--- src/rtl/ball_move_sched_if.sv ---
// Keycode/frame-tick/ball-geometry inputs and step-command/status outputs of the
// ball motion scheduler, grouped so the ball datapath side binds them as one bundle.
interface ball_move_sched_if;
    logic [7:0] keycode;
    logic       frame_tick;
    logic [9:0] BallX;
    logic [9:0] BallY;
    logic [9:0] BallS;
    logic       step_valid;
    logic [9:0] step_dx;
    logic [9:0] step_dy;
    logic [1:0] Direction;
    logic       moving;
    logic [1:0] q_count;
    logic       drop_err;

    modport master (
        output keycode, frame_tick, BallX, BallY, BallS,
        input  step_valid, step_dx, step_dy, Direction, moving, q_count, drop_err
    );

    modport slave (
        input  keycode, frame_tick, BallX, BallY, BallS,
        output step_valid, step_dx, step_dy, Direction, moving, q_count, drop_err
    );
endinterface

--- src/rtl/ball_move_sched.sv ---
// Frame-rate motion scheduler: queues filtered direction requests from keycodes and
// issues one wall-checked signed step per frame tick to the ball position register.
module ball_move_sched #(
    parameter logic [9:0] X_MIN = 10'd145,
    parameter logic [9:0] X_MAX = 10'd495,
    parameter logic [9:0] Y_MIN = 10'd65,
    parameter logic [9:0] Y_MAX = 10'd415,
    parameter logic [3:0] STEP  = 4'd1
) (
    input  logic                    Clk,
    input  logic                    Reset,
    ball_move_sched_if.slave        bus
);
    typedef enum logic [1:0] {
        ST_IDLE    = 2'b00,
        ST_MOVE    = 2'b01,
        ST_BLOCKED = 2'b10
    } state_t;

    localparam logic [1:0] DIR_LEFT  = 2'b00;
    localparam logic [1:0] DIR_RIGHT = 2'b01;
    localparam logic [1:0] DIR_DOWN  = 2'b10;
    localparam logic [1:0] DIR_UP    = 2'b11;

    // Returns {valid, heading} for the four steering keys.
    function automatic logic [2:0] decode_key(input logic [7:0] code);
        logic [2:0] res;
        case (code)
            8'h04:   res = {1'b1, DIR_LEFT};
            8'h07:   res = {1'b1, DIR_RIGHT};
            8'h16:   res = {1'b1, DIR_DOWN};
            8'h1A:   res = {1'b1, DIR_UP};
            default: res = 3'b000;
        endcase
        return res;
    endfunction

    state_t     state_r, state_nx_s;
    logic [7:0] key_prev_r;
    logic [1:0] q_mem_r [2];
    logic [1:0] q_cnt_r;
    logic [1:0] dir_r;
    logic       step_valid_r;
    logic [9:0] step_dx_r;
    logic [9:0] step_dy_r;
    logic       moving_r;
    logic       drop_err_r;

    logic [2:0] key_dec_s;
    logic       req_s;
    logic [1:0] req_dir_s;
    logic [1:0] ref_dir_s;
    logic       accept_s;
    logic       pop_s;
    logic       drop_s;
    logic [1:0] new_dir_s;
    logic       eval_s;
    logic       blocked_s;
    logic [1:0] q0_nx_s, q1_nx_s, q_cnt_nx_s;
    logic       step_valid_nx_s;
    logic [9:0] step_dx_nx_s, step_dy_nx_s;
    logic       moving_nx_s;

    // Widened by one bit beyond the 11-bit sums so no operand combination can wrap.
    logic [11:0] ball_x_s, ball_y_s, ball_s_s, step_s;
    logic [11:0] lim_left_s, lim_up_s, far_right_s, far_down_s;

    // Request filtering against the queue tail (or current heading) and queue pop decision.
    always_comb begin
        key_dec_s = decode_key(bus.keycode);
        req_dir_s = key_dec_s[1:0];
        req_s     = key_dec_s[2] && (bus.keycode != key_prev_r);
        case (q_cnt_r)
            2'd1:    ref_dir_s = q_mem_r[0];
            2'd2:    ref_dir_s = q_mem_r[1];
            default: ref_dir_s = dir_r;
        endcase
        accept_s  = req_s && (req_dir_s != ref_dir_s) && (req_dir_s != (ref_dir_s ^ 2'b01));
        pop_s     = bus.frame_tick && (q_cnt_r != 2'd0);
        drop_s    = accept_s && (q_cnt_r == 2'd2) && !pop_s;
        new_dir_s = pop_s ? q_mem_r[0] : dir_r;
        eval_s    = bus.frame_tick && ((state_r != ST_IDLE) || pop_s);
    end

    // Wall check for the heading that will be in force after this frame's pop.
    always_comb begin
        ball_x_s    = {2'b00, bus.BallX};
        ball_y_s    = {2'b00, bus.BallY};
        ball_s_s    = {2'b00, bus.BallS};
        step_s      = {8'h00, STEP};
        lim_left_s  = {2'b00, X_MIN} + ball_s_s + step_s;
        lim_up_s    = {2'b00, Y_MIN} + ball_s_s + step_s;
        far_right_s = ball_x_s + ball_s_s + step_s;
        far_down_s  = ball_y_s + ball_s_s + step_s;
        case (new_dir_s)
            DIR_LEFT:  blocked_s = (ball_x_s < lim_left_s);
            DIR_RIGHT: blocked_s = (far_right_s > {2'b00, X_MAX});
            DIR_DOWN:  blocked_s = (far_down_s > {2'b00, Y_MAX});
            DIR_UP:    blocked_s = (ball_y_s < lim_up_s);
            default:   blocked_s = 1'b1;
        endcase
    end

    // Turn-queue next contents; head lives in slot 0.
    always_comb begin
        q0_nx_s    = q_mem_r[0];
        q1_nx_s    = q_mem_r[1];
        q_cnt_nx_s = q_cnt_r;
        case ({pop_s, accept_s})
            2'b11: begin
                if (q_cnt_r == 2'd1) begin
                    q0_nx_s = req_dir_s;
                end else begin
                    q0_nx_s = q_mem_r[1];
                    q1_nx_s = req_dir_s;
                end
            end
            2'b10: begin
                q0_nx_s    = q_mem_r[1];
                q_cnt_nx_s = q_cnt_r - 2'd1;
            end
            2'b01: begin
                if (q_cnt_r == 2'd0) begin
                    q0_nx_s    = req_dir_s;
                    q_cnt_nx_s = 2'd1;
                end else if (q_cnt_r == 2'd1) begin
                    q1_nx_s    = req_dir_s;
                    q_cnt_nx_s = 2'd2;
                end else begin
                    q_cnt_nx_s = q_cnt_r;
                end
            end
            default: q_cnt_nx_s = q_cnt_r;
        endcase
    end

    // FSM state register.
    always_ff @(posedge Clk or negedge Reset) begin
        if (!Reset) begin
            state_r <= ST_IDLE;
        end else begin
            state_r <= state_nx_s;
        end
    end

    // FSM next state: only a frame tick that evaluates a heading moves the machine.
    always_comb begin
        state_nx_s = state_r;
        if (eval_s) begin
            state_nx_s = blocked_s ? ST_BLOCKED : ST_MOVE;
        end else begin
            state_nx_s = state_r;
        end
    end

    // FSM outputs: step command for the heading just evaluated.
    always_comb begin
        step_valid_nx_s = eval_s && !blocked_s;
        step_dx_nx_s    = 10'd0;
        step_dy_nx_s    = 10'd0;
        moving_nx_s     = (state_nx_s == ST_MOVE);
        if (step_valid_nx_s) begin
            case (new_dir_s)
                DIR_LEFT:  step_dx_nx_s = 10'd0 - {6'd0, STEP};
                DIR_RIGHT: step_dx_nx_s = {6'd0, STEP};
                DIR_DOWN:  step_dy_nx_s = {6'd0, STEP};
                DIR_UP:    step_dy_nx_s = 10'd0 - {6'd0, STEP};
                default:   step_dx_nx_s = 10'd0;
            endcase
        end else begin
            step_dx_nx_s = 10'd0;
        end
    end

    // Key history, queue, heading and registered step/status outputs.
    always_ff @(posedge Clk or negedge Reset) begin
        if (!Reset) begin
            key_prev_r   <= 8'h00;
            q_mem_r[0]   <= 2'b00;
            q_mem_r[1]   <= 2'b00;
            q_cnt_r      <= 2'd0;
            dir_r        <= DIR_LEFT;
            step_valid_r <= 1'b0;
            step_dx_r    <= 10'd0;
            step_dy_r    <= 10'd0;
            moving_r     <= 1'b0;
            drop_err_r   <= 1'b0;
        end else begin
            key_prev_r   <= bus.keycode;
            q_mem_r[0]   <= q0_nx_s;
            q_mem_r[1]   <= q1_nx_s;
            q_cnt_r      <= q_cnt_nx_s;
            dir_r        <= new_dir_s;
            step_valid_r <= step_valid_nx_s;
            step_dx_r    <= step_dx_nx_s;
            step_dy_r    <= step_dy_nx_s;
            moving_r     <= moving_nx_s;
            drop_err_r   <= drop_err_r | drop_s;
        end
    end

    assign bus.step_valid = step_valid_r;
    assign bus.step_dx    = step_dx_r;
    assign bus.step_dy    = step_dy_r;
    assign bus.Direction  = dir_r;
    assign bus.moving     = moving_r;
    assign bus.q_count    = q_cnt_r;
    assign bus.drop_err   = drop_err_r;
endmodule

--- src/flat_wrapper.sv ---
// flat-port wrapper written by rule: the top's interface ports become plain ports
module ball_move_sched_flat 
#(
    parameter logic [9:0] X_MIN = 10'd145,
    parameter logic [9:0] X_MAX = 10'd495,
    parameter logic [9:0] Y_MIN = 10'd65,
    parameter logic [9:0] Y_MAX = 10'd415,
    parameter logic [3:0] STEP  = 4'd1
)
  (Clk, Reset, bus_keycode, bus_frame_tick, bus_BallX, bus_BallY, bus_BallS, bus_step_valid, bus_step_dx, bus_step_dy, bus_Direction, bus_moving, bus_q_count, bus_drop_err);
  ball_move_sched_if bus_i ();
  input  logic Clk;
  input  logic Reset;
  input wire logic [$bits(bus_i.keycode)-1:0] bus_keycode;
  input wire logic [$bits(bus_i.frame_tick)-1:0] bus_frame_tick;
  input wire logic [$bits(bus_i.BallX)-1:0] bus_BallX;
  input wire logic [$bits(bus_i.BallY)-1:0] bus_BallY;
  input wire logic [$bits(bus_i.BallS)-1:0] bus_BallS;
  output wire logic [$bits(bus_i.step_valid)-1:0] bus_step_valid;
  output wire logic [$bits(bus_i.step_dx)-1:0] bus_step_dx;
  output wire logic [$bits(bus_i.step_dy)-1:0] bus_step_dy;
  output wire logic [$bits(bus_i.Direction)-1:0] bus_Direction;
  output wire logic [$bits(bus_i.moving)-1:0] bus_moving;
  output wire logic [$bits(bus_i.q_count)-1:0] bus_q_count;
  output wire logic [$bits(bus_i.drop_err)-1:0] bus_drop_err;
  assign bus_i.keycode = bus_keycode;
  assign bus_i.frame_tick = bus_frame_tick;
  assign bus_i.BallX = bus_BallX;
  assign bus_i.BallY = bus_BallY;
  assign bus_i.BallS = bus_BallS;
  assign bus_step_valid = bus_i.step_valid;
  assign bus_step_dx = bus_i.step_dx;
  assign bus_step_dy = bus_i.step_dy;
  assign bus_Direction = bus_i.Direction;
  assign bus_moving = bus_i.moving;
  assign bus_q_count = bus_i.q_count;
  assign bus_drop_err = bus_i.drop_err;
  ball_move_sched #(.X_MIN(X_MIN), .X_MAX(X_MAX), .Y_MIN(Y_MIN), .Y_MAX(Y_MAX), .STEP(STEP)) u_core (.Clk(Clk), .Reset(Reset), .bus(bus_i));
endmodule
--- config.mk ---
export PLATFORM = sky130hd
export DESIGN_NAME = ball_move_sched_flat
export DESIGN_NICKNAME = d
export VERILOG_FILES = /design/src/rtl/ball_move_sched_if.sv /design/src/rtl/ball_move_sched.sv /design/src/flat_wrapper.sv
export SDC_FILE = /design/constraint.sdc
export NUM_CORES = 1
export LEC_CHECK = 0
export ABC_AREA = 1
export CORE_ASPECT_RATIO = 1.25
export CORE_UTILIZATION = 25
export DETAILED_ROUTE_END_ITERATION = 8
export GPL_ROUTABILITY_DRIVEN = 0
export GPL_TIMING_DRIVEN = 0
export PLACE_DENSITY = 0.43
export SYNTH_ARGS = -nofsm -noshare
export SYNTH_HDL_FRONTEND = slang
export SYNTH_SLANG_ARGS = --single-unit
--- constraint.sdc ---
create_clock -name Clk -period 2.45 [get_ports Clk]
set_input_delay 0.245 -clock Clk [delete_from_list [all_inputs] [get_ports Clk]]
set_output_delay 0.245 -clock Clk [all_outputs]
set_load 0.1 [all_outputs]
Run 1, routed clock nets over the placement:
Bar = 20 um.
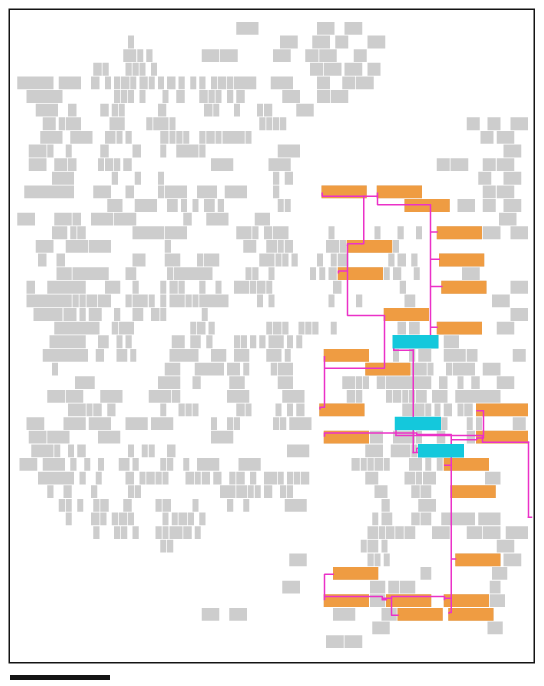
[clock wires] magenta | length: 332 um
[flip-flops] orange | count: 25
[clock drivers] cyan | count: 3
routed clock nets	4
Insertion Delay late pin: 0.26 ns
P_clk: 0.000362 W
clock network fraction of total power: 10.9%

Run 1, wiring by layer:
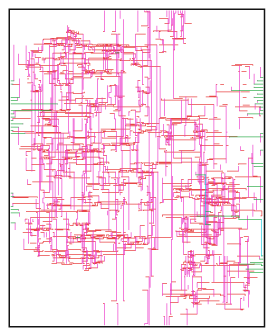
layer	colour	wire length
metal 4	cyan	35.4 um
metal 3	green	216 um
metal 1	red	3530 um
metal 2	magenta	4280 um
Total Routed Length: 8.07 mm
WL/cell: 10.8 um
gr usage total: 12.0%
vias: 3196

==> run summary, run 1 <==
Implementation progress

Per STA, the library cell used most along the worst path is sky130_fd_sc_hd__nand2_1. The most critical min-delay path falls under primary input to register. The largest register by flop count is u_core.key_prev_r.

The arrival time reported for the critical path endpoint stands at 2.73 ns. The number of DRC violations after detailed-routing iteration 0 stands at 79. The number of hold-slack violations in the final timing report stands at 0.

For the worst min-delay path, the startpoint reported by OpenROAD is bus_keycode[7]. At floorplan, the net count of the design was reported as 584. The global route stage reports its total congestion overflow as 0.

The library cell used most frequently in the layout, excluding fill and tap cells, is sky130_fd_sc_hd__nand2_1. The flow ran to the end, but the final reports show violations. Entering global routing, the biggest net connects 26 pins. In this run, placement finished with an instance count of 728. The synthesis-stage register bit count stands at 25. The final max-slew violation count recorded for this run is 0. By startpoint and endpoint, the worst setup path is classified as primary input to register.

The tally of OpenROAD warnings stands at 36. Summed over all instances, the cell type with the most area after synthesis is sky130_fd_sc_hd__dfrtp_1. The maximum net fanout on the critical path stands at 4. The synthesized netlist was found by Yosys to have 493 cells.

The setup slack after placement stands at -1.47 ns. According to the floorplan report, the placeable core area is 0.0128 mm2. The final reports fail on setup timing. In this run the mean area of a mapped cell was 6.66 um2. The delay of the slowest critical-path stage stands at 0.33 ns.

Ranking logic cells in the layout by count gives the top entries 125 x sky130_fd_sc_hd__nand2_1, 64 x sky130_fd_sc_hd__inv_1, 56 x sky130_fd_sc_hd__clkdlybuf4s50_1, 43 x sky130_fd_sc_hd__ha_1, 41 x sky130_fd_sc_hd__nor2_1. Setup repair after global routing could not meet its margin everywhere. The leakage component of the power was reported as 2.33 nW.

The final count of negative-setup-slack endpoints stands at 8. Yosys printed 0 warnings. The via count of the first global-routing pass came to 3086. The tree is rooted in a sky130_fd_sc_hd__clkbuf_16.

The critical path in the final layout is reported with a setup slack of -0.139 ns. The number of standard cells after synthesis stands at 493. In this run, flip-flops and latches consume 19.0% of the power. The script extracted a net switching power of 0.00181 W. Per the timing report, the achievable frequency comes out to 386 MHz. STA classifies the critical path endpoint as a register. The sum of net half-perimeters after detailed placement stands at 6.85 mm. The share of post-route cells with drive strength above 1 stands at 15.2%. The CTS log lists the clock sinks for this run as 25. For this design the top-level I/O count stands at 68. Leaving out filler cells and counting taps, the final layout contains 746. TritonCTS built the clock tree. The number of cell rows stands at 46. The flip-flop count of the largest register after layout stands at 8. The die boundary height stands at 130 um.
Run 1, placed cells, one colour a class:
Fill, decap, tap and diode cells in grey.
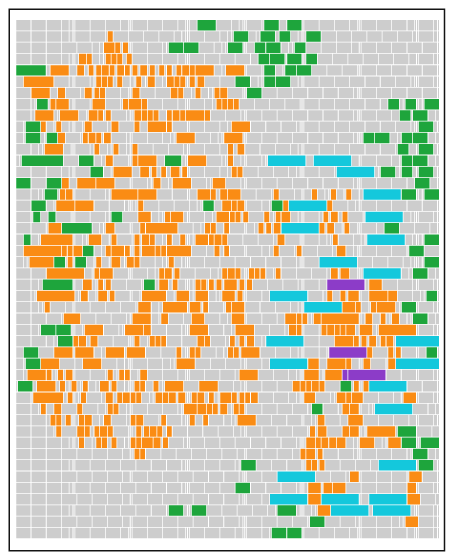
class	colour	cells	share of their area
flops	cyan	25	14%
clock drivers and dummy loads	purple	4	1.8%
other buffers and delay cells	green	99	22%
combinational and other logic	orange	450	62%
end-of-flow core utilization: 36.2%
flip-flop and latch share of the layout cell area: 13.7%

run 1: path summary, 6_finish.rpt:
check                                                     to  slack (ns)  cells after the start
setup / recovery                 u_core.state_r[1]$_DFF_PN0_       -0.14                     23
hold / removal                u_core.key_prev_r[7]$_DFF_PN0_        0.18                      1
setup reg to reg             u_core.bus.step_dy[0]$_DFF_PN0_        0.04                     14
hold reg to reg                u_core.bus.drop_err$_DFF_PN0_        0.46                      1
max in group asynchronous  u_core.bus.q_count[1]$_DFFE_PN0P_        1.06                      1
min in group asynchronous     u_core.key_prev_r[6]$_DFF_PN0_        0.59                      1
run 1: cell type report:
| class | instances | area [um2] |
|---|---|---|
| buffer | 17 | 128 |
| multi-input combinational | 376 | 2440 |
| sequential | 25 | 633 |
| fill | 1409 | 8150 |
| clock buffer | 4 | 78.8 |
| tap | 168 | 210 |
| inverter | 74 | 300 |
| timing repair buffer | 82 | 832 |
run 1: power by group through the flow:
stage	clock network, W	registers, W	logic (W)
3_5_place_dp	0	0.000638	0.00220
2_1_floorplan	0	0.00110	0.00119
3_3_place_gp	0	0.000636	0.00219
6_report	0.000362	0.000628	0.00232
5_1_grt	0.000381	0.000647	0.00251
4_1_cts	0.000369	0.000632	0.00225
run 1: metal layers:
layer	GRT usage, %	routed length [um]	part of all wire [%]
met3	0.949	216	2.7
met1	13.7	3530	44
met2	24.7	4280	53
met5	0	0	0
met4	1.26	35	0.43
run 1: cells in the mapped netlist (all sizes together):
master	count
clkbuf	2
nand3	36
ha	48
xnor2	16
a211oi	1
nor3b	1
nand3b	4
nor3	6
nand2	132
nor2	45
fa	2
dfrtp	25
or2	5
a31o	1
a21oi	18
o22ai	1
nand4	8
a22oi	1
mux2	1
mux2i	1
inv	74
o21ai	27
o211ai	3
nor4	2
xor2	16
buf	16
o21a	1
run 1: through the flow:
step / power [W] / utilization [%] / TNS [ns] / cell area, um2
2_1_floorplan: 0.00229 / - / -0.0667 / 3380
3_3_place_gp: 0.00282 / 33.3 / -12.68 / 4260
3_5_place_dp: 0.00284 / 33.3 / -12.97 / 4260
4_1_cts: 0.00325 / 35.2 / -1.86 / 4490
5_1_grt: 0.00354 / 36.2 / -2.74 / 4620
6_report: 0.00331 / 36.2 / -0.916 / 4620
run 1: kinds of logic (layout without fill, tap and decap cells):
group	after synthesis	in the layout	share of synthesized area (%)
AOI/OAI and AO/OA	53	53	8.69
xor gates and xnor gates	32	32	8.53
adders and majority gates	50	50	19.5
buffers and inverters	92	177	12.3
DFF	25	25	19.0
muxes	2	2	0.648
and+or+nand+nor	239	239	31.2
run 1: worst register-to-register path: cells and delay by family (launching register included):
kind	cells	cell delay, ns
adders and majority gates	1	0.24
and+or+nand+nor	8	0.80
AOI/OAI and AO/OA	1	0.41
DFF	1	0.44
buffers and inverters	4	0.41
run 1: what timing repair did:
item / CTS / global route
gates cloned: 0 / 0
gates resized: 41 / 36
buffers inserted: 10 / 5
pin swaps: 20 / 16
endpoints found under the setup margin: 13 / 14
==> run 2: changes to the inputs <==
SETUP_SLACK_MARGIN = 0.3   (was default)
Run 2, pin placement:
Pins as bars across the die edge, other pins in grey.
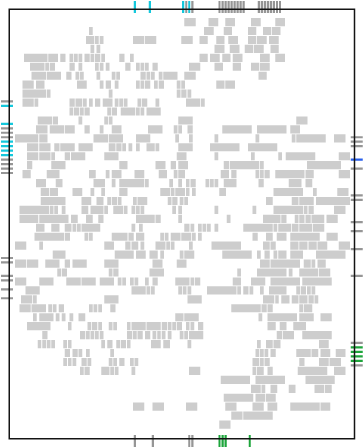
port	colour	pins	direction	edge
`bus_moving`	blue	1	output	right
`bus_BallY`	cyan	10	input	6 left, 4 top
`bus_keycode`	green	8	input	4 bottom, 4 right
all pins by edge	23 top, 20 left, 17 right, 8 bottom
IO buf count: 67
Die Ht: 130 um

==> run 2 against run 1 <==
  * Cell count grew 1.1%
  * Synthesized cell count is the same
  * Critical endpoint is now u_core.bus.step_dy[0]$_DFF_PN0_
  * Area after synthesis is the same
  * Highest routed layer unchanged
  * Largest cell class unchanged
  * First-iteration DRC count shrank 20%
  * The run still ends with setup timing left
==> run summary, run 2 <==
Implementation progress

Result of the run: finished, violations left (unchanged). Violations in the final reports: setup timing (unchanged). The commonest non-fill, non-tap cell in the layout was sky130_fd_sc_hd__nand2_1 (unchanged). Most common library cells after synthesis: 130 x sky130_fd_sc_hd__nand2_1, 74 x sky130_fd_sc_hd__inv_1, 48 x sky130_fd_sc_hd__ha_1 (unchanged).

The CTS tree is built (unchanged). The maximum clock rate stands at 397 MHz (was 386 MHz). The count of filler cells inserted in the layout is 1382 (was 1409). The sequential cell area stands at 633 um2 (unchanged). The worst hold margin stands at 0.279 ns (was 0.180 ns). The total clock sinks is 25 (unchanged). The number of hold-slack violations in the final timing report came to 0 (unchanged). The endpoint class of the critical path is a register (unchanged). The count of final max-slew check failures stands at 0 (unchanged). The core footprint stands at 0.0128 mm2 (unchanged). The synthesis-stage register bit count came to 25 (unchanged).

The share of flip-flops with an asynchronous set or reset stands at 100% (unchanged). The floorplan core density is 25.7% (unchanged). The cell leakage power stands at 2.43 nW (was 2.33 nW).

The number of cell instances after yosys synthesis was 493 (unchanged). The setup slack after placement was -1.45 ns (was -1.47 ns). The routed wire length stands at 8.45 mm (was 8.07 mm). The number of nets at floorplan is 584 (unchanged). The number of cell rows was 46 (unchanged). The flip-flop count of the largest register after layout was 8 (unchanged). The commonest register cell after synthesis is sky130_fd_sc_hd__dfrtp_1 (unchanged).

The setup TNS is -0.435 ns (was -0.916 ns). The total number of vias is 3252 (was 3196). The non-filler instance count after layout came to 754 (was 746). The share of post-route cells with drive strength above 1 is 18.6% (was 15.2%).

The final routed wire length divided by cell count stands at 11.2 um (was 10.8 um). The sum of net half-perimeters after detailed placement stands at 7.01 mm (was 6.85 mm). The terminus of the critical flop-to-flop path was u_core.bus.step_dy[0]$_DFF_PN0_ (unchanged). The multi-input logic area came to 0.00252 mm2 (was 0.00244 mm2). The number of DRC violations after detailed-routing iteration 0 stands at 63 (was 79). The number of standard cells after synthesis is 493 (unchanged). The startpoint-to-endpoint class of the critical path is primary input to register (unchanged). The count of flip-flops with a built-in enable after synthesis stands at 0 (unchanged).

The final count of negative-setup-slack endpoints stands at 8 (unchanged). The worst min-delay path startpoint was bus_keycode[7] (unchanged). The depth of the worst register-to-register path stands at 14 (unchanged). The number of top-level pins stands at 68 (unchanged). The root buffer selected by CTS is sky130_fd_sc_hd__clkbuf_16 (unchanged). The minimum setup slack in the final design stands at -0.0669 ns (was -0.139 ns). The largest net degree at the start of global routing stands at 26 (unchanged). Most frequently placed logic cells in the final layout: 120 x sky130_fd_sc_hd__nand2_1, 64 x sky130_fd_sc_hd__inv_1, 40 x sky130_fd_sc_hd__ha_1, 39 x sky130_fd_sc_hd__clkdlybuf4s50_1, 37 x sky130_fd_sc_hd__nor2_1 (was 125 x sky130_fd_sc_hd__nand2_1, 64 x sky130_fd_sc_hd__inv_1, 56 x sky130_fd_sc_hd__clkdlybuf4s50_1, 43 x sky130_fd_sc_hd__ha_1, 41 x sky130_fd_sc_hd__nor2_1). The total number of yosys warnings stands at 0 (unchanged). The remaining global-route overflow stands at 0 (unchanged). The most used cell along the critical path was sky130_fd_sc_hd__nand2_1 (unchanged). The combined global-route utilization of all metal layers stands at 12.7% (was 12.0%). The most frequent cell after synthesis was sky130_fd_sc_hd__nand2_1 (unchanged). The placed cell count stands at 728 (unchanged).

The class of the worst hold path is primary input to register (unchanged). RSZ-0062 raised after global routing: yes (unchanged). The tally of OpenROAD warnings was 36 (unchanged). The via count of the first global-routing pass stands at 3231 (was 3086). The maximum net fanout on the critical path came to 7 (was 4). The worst-case hold path end point is u_core.key_prev_r[7]$_DFF_PN0_ (unchanged). The largest area contributor in the synthesized netlist is sky130_fd_sc_hd__dfrtp_1 (unchanged). The element type at the critical path start was a primary input (unchanged). The count of hold-fix buffers inserted at cts stands at 0 (unchanged).

The arrival time reported for the critical path endpoint stands at 2.66 ns (was 2.73 ns). The clock insertion delay at the later pin of the skew report stands at 0.26 ns (about the same). The register bank with the most flops was u_core.key_prev_r (unchanged).
## run 2: cell counts after synthesis
Identical to the previous run, type by type.
## run 2: worst reg2reg max path: stages, from the launching register on
cell	delay, ns
sky130_fd_sc_hd__dfrtp_4	0.46
sky130_fd_sc_hd__inv_4	0.06
sky130_fd_sc_hd__ha_4	0.17
sky130_fd_sc_hd__nor2_2	0.23
sky130_fd_sc_hd__inv_1	0.20
sky130_fd_sc_hd__o21ai_1	0.38
sky130_fd_sc_hd__inv_1	0.14
sky130_fd_sc_hd__nand2_1	0.14
sky130_fd_sc_hd__nor2_1	0.06
sky130_fd_sc_hd__nand3_1	0.08
sky130_fd_sc_hd__nand2_1	0.06
sky130_fd_sc_hd__inv_2	0.06
sky130_fd_sc_hd__nand2_2	0.06
sky130_fd_sc_hd__nand2_4	0.09
sky130_fd_sc_hd__nor2_1	0.05
## run 2: per-stage QoR
step,power [W],area (um2),utilization (%)
2_1_floorplan,0.00237,3430,-
3_3_place_gp,0.00291,4310,33.7
3_5_place_dp,0.00293,4310,33.7
4_1_cts,0.00341,4660,36.5
5_1_grt,0.00369,4710,36.9
6_report,0.00344,4710,36.9
## run 2: repair_timing
action                                  CTS  global route
pin swaps                                13             8
buffers inserted                         18             3
gates resized                            92            10
endpoints found under the setup margin   32            14
hold endpoints to repair                  0             0
## run 2: logic make-up after synthesis
kind of cell	Yosys count	synth area share, %
and+or+nand+nor	239	31.2
buffers and inverters	92	12.3
AOI/OAI and AO/OA	53	8.69
adders and majority gates	50	19.5
xor gates and xnor gates	32	8.53
DFF	25	19.0
muxes	2	0.648
## run 2: worst max path at each step
| stage | slack [ns] | cells after the start | startpoint | endpoint |
|---|---|---|---|---|
| detailed placement | -1.45 | 21 | bus_BallS[0] | u_core.bus.step_dy[0]$_DFF_PN0_ |
| CTS | -0.08 | 21 | bus_BallS[1] | u_core.bus.step_dy[0]$_DFF_PN0_ |
| finish | -0.07 | 21 | bus_BallS[1] | u_core.bus.step_dy[0]$_DFF_PN0_ |
| global route | -0.33 | 21 | bus_BallS[1] | u_core.bus.step_dy[0]$_DFF_PN0_ |
| global placement | -1.43 | 21 | bus_BallS[0] | u_core.bus.step_dy[0]$_DFF_PN0_ |
| floorplan | -0.002 | 19 | bus_BallS[0] | u_core.bus.step_dy[0]$_DFF_PN0_ |
## run 2: final cells by class
type | count | area share, %
multi-input combinational | 376 | 53.5
timing repair buffer | 88 | 17.5
sequential | 25 | 13.4
inverter | 74 | 6.37
tap | 168 | 4.46
buffer | 18 | 2.95
clock buffer | 3 | 1.59
clock inverter | 1 | 0.106
antenna | 1 | 0.0531
## run 2: power breakdown
part / total, W / leakage, nW / switching [W] / internal, W
Sequential: 0.000639 / 0.307 / 0.0000943 / 0.000545
Clock: 0.000375 / 0.0409 / 0.000155 / 0.000220
Combinational: 0.00242 / 2.08 / 0.00165 / 0.000776
## run 2: per-layer routing
layer  share of wire (%)  vias up  track usage [%]
met2                  54       50             25.7
met3                 2.6        6             1.15
met4                0.45        0             1.26
li1                    -     1758                -
met1                  43     1438             14.8
met5                   0        -                0
No activity file was given, so power comes from the tool's default toggle rates.
